layer_met2.png
Drawn at 4 px/µm. Cells faint in the background.
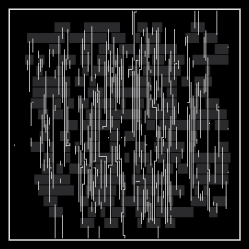
sizes.png
Drawn at 8 px/µm.
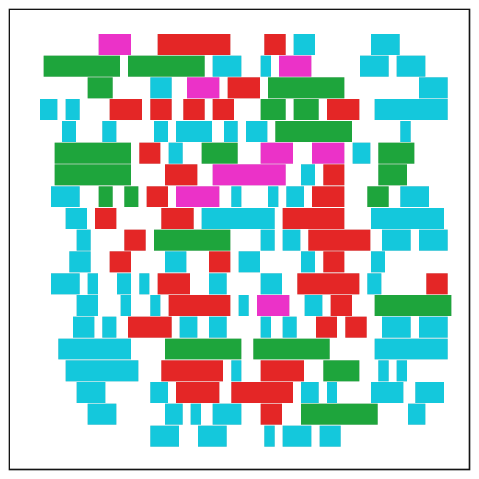
logic_types.png
Drawn at 8 px/µm.
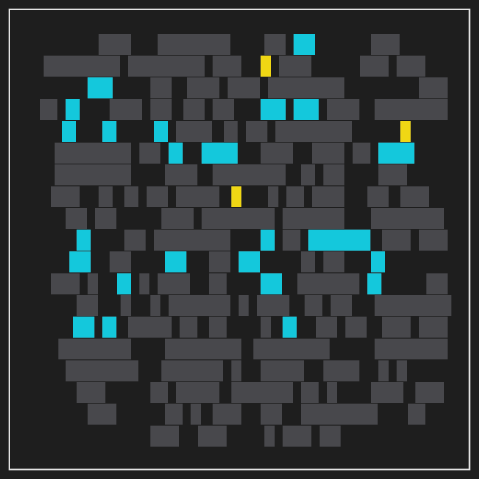
layer_met3.png
Drawn at 4 px/µm.
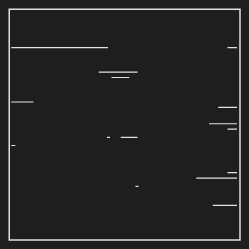
congestion.png
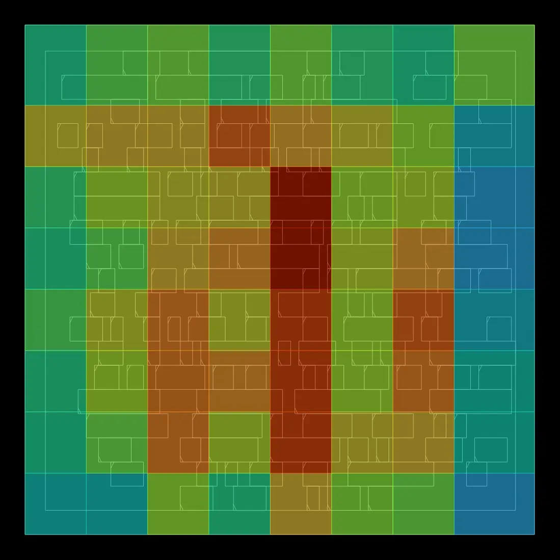
[config.mk]
export PLATFORM = sky130hd
export DESIGN_NAME = lfsr_err_counter
export DESIGN_NICKNAME = d
export VERILOG_FILES = /design/src/rtl/lfsr_err_counter.sv
export SDC_FILE = /design/constraint.sdc
export NUM_CORES = 1
export LEC_CHECK = 0
export ABC_AREA = 0
export CAP_MARGIN = 30
export CELL_PAD_IN_SITES_DETAIL_PLACEMENT = 1
export CELL_PAD_IN_SITES_GLOBAL_PLACEMENT = 1
export CORE_MARGIN = 2
export CORE_UTILIZATION = 34
export CTS_CLUSTER_DIAMETER = 60
export CTS_CLUSTER_SIZE = 16
export DETAILED_ROUTE_END_ITERATION = 6
export GPL_ROUTABILITY_DRIVEN = 0
export GPL_TIMING_DRIVEN = 0
export MAX_ROUTING_LAYER = met4
export PLACE_DENSITY_LB_ADDON = 0.1
export SLEW_MARGIN = 20
export SYNTH_ARGS = -nofsm -noshare
export SYNTH_HDL_FRONTEND = slang
export SYNTH_SLANG_ARGS = --single-unit
[constraint.sdc]
create_clock -name clk -period 1.7 [get_ports clk]
set_input_delay 0.17 -clock clk [delete_from_list [all_inputs] [get_ports clk]]
set_output_delay 0.17 -clock clk [all_outputs]
set_load 0.02 [all_outputs]
[src/rtl/lfsr_err_counter.sv]
// rtl/lfsr_err_counter.sv - saturating error counter with clear priority and registered pulse
module lfsr_err_counter #(
  parameter int W = 16
) (
  input  logic         clk,
  input  logic         rst_n,
  input  logic         clr,
  input  logic         inc,
  output logic [W-1:0] cnt,
  output logic         pulse
);

  always_ff @(posedge clk or negedge rst_n) begin
    if (!rst_n) begin
      cnt   <= '0;
      pulse <= 1'b0;
    end else begin
      pulse <= inc;
      if (clr)
        cnt <= '0;
      else if (inc && (cnt != {W{1'b1}}))
        cnt <= cnt + W'(1);
    end
  end

endmodule

==> flow report <==
=================================================================================================
Result of the run .................................................................. finished, violations left
Failing checks ..................................................................... negative setup slack
Post-synthesis cell count ..........................................................           99
Filler cell count ..................................................................          302
Warnings from Yosys ................................................................            0
Final global-route overflow total ..................................................            0
Met3 wire length ...................................................................        80 µm
Clock power share ..................................................................        0.319
Worst-margin pin slew ..............................................................     0.795 ns
Yosys reg bits .....................................................................           17
Number of clock buffers inserted by TritonCTS ......................................            3
Antenna cells ......................................................................            0
Power density over the cells .......................................................   462 nW/µm²
Late-Pin Clk Latency ...............................................................      0.31 ns
Max clock buf depth ................................................................            2
Count of nets after finishing ......................................................          150
Sequential cell area ...............................................................      439 µm²
Total Wirelength ...................................................................      3280 µm
Synthesized Nets ...................................................................          104
Normalized max-slew margin .........................................................        0.468
Seq pwr share ......................................................................        0.564
Area added between synthesis and finish ............................................        64.2%
Minimum setup slack after placement ................................................    -0.351 ns
Clock-pin slew on the worst setup and hold paths ...................................      0.11 ns
CP peak stage delay ................................................................      0.48 ns
Root Buffer ........................................................................ sky130_fd_sc_hd__clkbuf_4
End of the worst register-to-register path .........................................       cnt[7]
Critical Path Sink Type ............................................................     register
Number of standard-cell rows in the floorplan ......................................           19
# Cells Yosys ......................................................................           99
Fraction of power spent switching nets .............................................        0.268
Cell leakage power .................................................................     0.600 nW
Final min period ...................................................................      1.76 ns
Number of top-level pins ...........................................................           21
Worst vdd ir .......................................................................     0.356 mV
Width of the chip ..................................................................      57.3 µm
Cell accounting for the most synthesized area ...................................... sky130_fd_sc_hd__dfrtp_1
Overall die area ...................................................................     3290 µm²
Placed inst area ...................................................................     1220 µm²
Least setup slack across all paths after layout ....................................   -0.0616 ns
Routing usage on met2 ..............................................................        0.323
Routed Antenna Nets ................................................................            0
Share of cells above drive strength 1 ..............................................        0.438
Effective utilization at floorplan .................................................        0.354
Worst Hold Margin ..................................................................     0.309 ns
Met1 layer wirelength in the final routing .........................................      1570 µm
Clock Skew .........................................................................   0.00832 ns
Number of search-and-repair iterations in the first detailed-routing pass ..........            4
Number of distinct library cell variants in the gate-level netlist after synthesis .           28
Max-cap violation count ............................................................            0
Initial antenna violation count ....................................................            0
Worst path slowest cell ............................................................ sky130_fd_sc_hd__or4_4
Final Cell Area ....................................................................     1590 µm²
Pin count of the biggest net entering global routing ...............................           18
Level count of the clock H-tree ....................................................            1
Vias after detailed routing ........................................................         1006
Switching component of the power ...................................................       197 µW
Reg2reg setup slack ................................................................     -0.06 ns
Internal Pwr Total .................................................................       537 µW
Global-route wire length before repair .............................................      4960 µm
Origin of the critical flop-to-flop path ...........................................       cnt[0]
Total count of hold-check failures in the final report .............................            0
Sequential cell area fraction in the yosys report ..................................        0.440
Fmax ...............................................................................      568 MHz
Final TNS setup ....................................................................    -0.156 ns
Peak fanout along the critical path ................................................            5
Number of global-route vias before repair ..........................................          992
Clock tree from TritonCTS ..........................................................         done
Area of the mapped netlist .........................................................      967 µm²
Highest-count logic cell in the final layout ....................................... sky130_fd_sc_hd__clkdlybuf4s50_1
Sinks on Clock Net .................................................................           17
Synthesized chip area reported by yosys ............................................      967 µm²
Remaining design rule violation count ..............................................            0
Number of failing setup endpoints in the final timing report .......................            6
Most prevalent standard cell on the critical path .................................. sky130_fd_sc_hd__buf_6
Category of the critical setup timing path ......................................... register to register
Buffering stage count on the worst path with inverters included ....................            2
Number of cells on the worst reg-to-reg path .......................................            6
Arrival time reported for the critical path endpoint ...............................      2.00 ns
OpenROAD warning count .............................................................           29
Top area cells in the synthesized netlist .......................................... sky130_fd_sc_hd__dfrtp_1, sky130_fd_sc_hd__a21oi_1, sky130_fd_sc_hd__o31ai_1
Total power after layout ...........................................................       734 µW
Period Utilization, post-route .....................................................         1.04
Cell family with the largest share of critical-path delay .......................... simple AND/OR/NAND/NOR gates
Tightest Hold Check Type ........................................................... primary input to async pin
Count of pins over their slew limit ................................................            0
DRC violation total after the first TritonRoute iteration ..........................           18
Part of the total power dissipated in combinational logic ..........................        0.117
Hold buffer count at CTS ...........................................................            0
Tally of buffers added on design ports .............................................           20
Setup repair after global routing missed its margin ................................          yes
Met2 Routed Length .................................................................      1580 µm
Top logic cells by instance count in the layout .................................... sky130_fd_sc_hd__clkdlybuf4s50_1, sky130_fd_sc_hd__buf_4, sky130_fd_sc_hd__dfrtp_2
Top-area cell type share of the netlist area .......................................        0.440
Average footprint of a synthesized cell ............................................     9.77 µm²
Detailed-route vias per instance ...................................................         5.75
Vertical extent of the die .........................................................      57.3 µm
Area used by multi-input combinational logic .......................................      639 µm²
Crit path required time ............................................................      1.93 ns
Critical Path Source Type ..........................................................     register
Crit-path cells .................................................................... buf_6, and4_4, nand4_1, buf_6, or4_4, a21oi_1
=================================================================================================
Back to the opening pictures, layer_met2.png:
share of all routed wire	48%
main direction	vertical
longest straight run	29.6 µm
wire length on this layer	1580 µm

Back to the opening pictures, sizes.png:
size	color	cells	most used
_2 cells	green	21	dfrtp_2
_3 and _4 cells	red	34	buf_4
_6 and larger	magenta	8	buf_6
_0 and _1 cells	cyan	81	clkdlybuf4s50_1

Back to the opening pictures, logic_types.png:
family	color	cells	most used
aoi and oai cells	cyan	24	a21oi_1
inv cells	yellow	3	inv_1

Back to the opening pictures, layer_met3.png:
nets with wire on the layer	12
wire length on this layer	80.7 µm
longest straight run	23.9 µm

Back to the opening pictures, congestion.png:
met3 Resource Use GR: 0.0363
met1 global-route usage: 0.268
busiest grt layer: met2
total track usage: 0.208
post-layout util: 0.581

[per-stage QoR]
stage / util / std cells
2_1_floorplan: - / 99
3_3_place_gp: 0.448 / 150
3_5_place_dp: 0.448 / 150
4_1_cts: 0.504 / 164
5_1_grt: 0.581 / 175
6_report: 0.581 / 175
[Yosys cell counts]
master	number
sky130_fd_sc_hd__or4_1	5
sky130_fd_sc_hd__o21ai_0	1
sky130_fd_sc_hd__buf_6	1
sky130_fd_sc_hd__a211oi_2	1
sky130_fd_sc_hd__nand4_1	6
sky130_fd_sc_hd__o21ai_1	3
sky130_fd_sc_hd__inv_1	3
sky130_fd_sc_hd__nand4_2	1
sky130_fd_sc_hd__dfrtp_1	17
sky130_fd_sc_hd__o31ai_1	7
sky130_fd_sc_hd__o211ai_2	1
sky130_fd_sc_hd__and4_2	2
sky130_fd_sc_hd__a21oi_1	11
sky130_fd_sc_hd__or3_2	1
sky130_fd_sc_hd__or4_2	2
sky130_fd_sc_hd__or3_1	2
sky130_fd_sc_hd__nor2b_1	4
sky130_fd_sc_hd__and3_1	2
sky130_fd_sc_hd__nand3b_1	1
sky130_fd_sc_hd__nand3_1	3
sky130_fd_sc_hd__nand2_1	6
sky130_fd_sc_hd__ha_1	1
sky130_fd_sc_hd__nor4_1	4
sky130_fd_sc_hd__mux2_1	4
sky130_fd_sc_hd__clkbuf_1	4
sky130_fd_sc_hd__nor3_1	1
sky130_fd_sc_hd__nor4_4	1
sky130_fd_sc_hd__nor2_1	4
[kinds of logic after synthesis]
logic type / count (synthesis) / share of synthesized area
multiplexers: 4 / 0.0466
AND/OR/NAND/NOR: 45 / 0.304
AND-OR/OR-AND: 24 / 0.158
buffers and inverters: 8 / 0.0388
flip-flops: 17 / 0.440
adder cells (fa/ha/maj): 1 / 0.0129
[area by class of cell]
cell class / instances / area share
plain buffers: 5 / 0.0205
clock buffers: 4 / 0.0165
inverters: 3 / 0.00709
multi-input cells: 74 / 0.403
flip-flops and latches: 17 / 0.277
well taps: 31 / 0.0244
repair buffers: 41 / 0.252
[power by group through the flow]
stage	clock network, mW	registers [mW]	logic (mW)
after floorplan	0	0.429	0.0224
after global placement	0	0.424	0.0627
after detailed placement	0	0.424	0.0645
after CTS	0.241	0.414	0.0746
after global routing	0.255	0.415	0.0937
final	0.234	0.414	0.0858
[flip-flops by register name, summed over array words and instances (netlist names)]
register / cells
cnt: 16
pulse: 1
[worst max-delay path by stage]
stage          endpoint    start  slack (ns)  cells after the start
3_5_place_dp    cnt[14]      inc       -0.35                      6
6_report         cnt[7]   cnt[0]       -0.06                      6
2_1_floorplan   cnt[15]  cnt[10]      -0.006                      4
5_1_grt          cnt[7]   cnt[0]       -0.12                      6
4_1_cts          cnt[9]   cnt[0]       -0.09                      7
3_3_place_gp     cnt[3]      inc       -0.32                      5
[repair_timing]
| item | in CTS | in global routing |
|---|---|---|
| endpoints found under the setup margin | 15 | 16 |
| resized | 13 | 31 |
| buffers inserted | 10 | 10 |
| gates cloned | 0 | 1 |
| pin swaps | 9 | 13 |
| endpoints found under the hold margin | 0 | 0 |
Power is estimated from default activity; no workload was simulated.
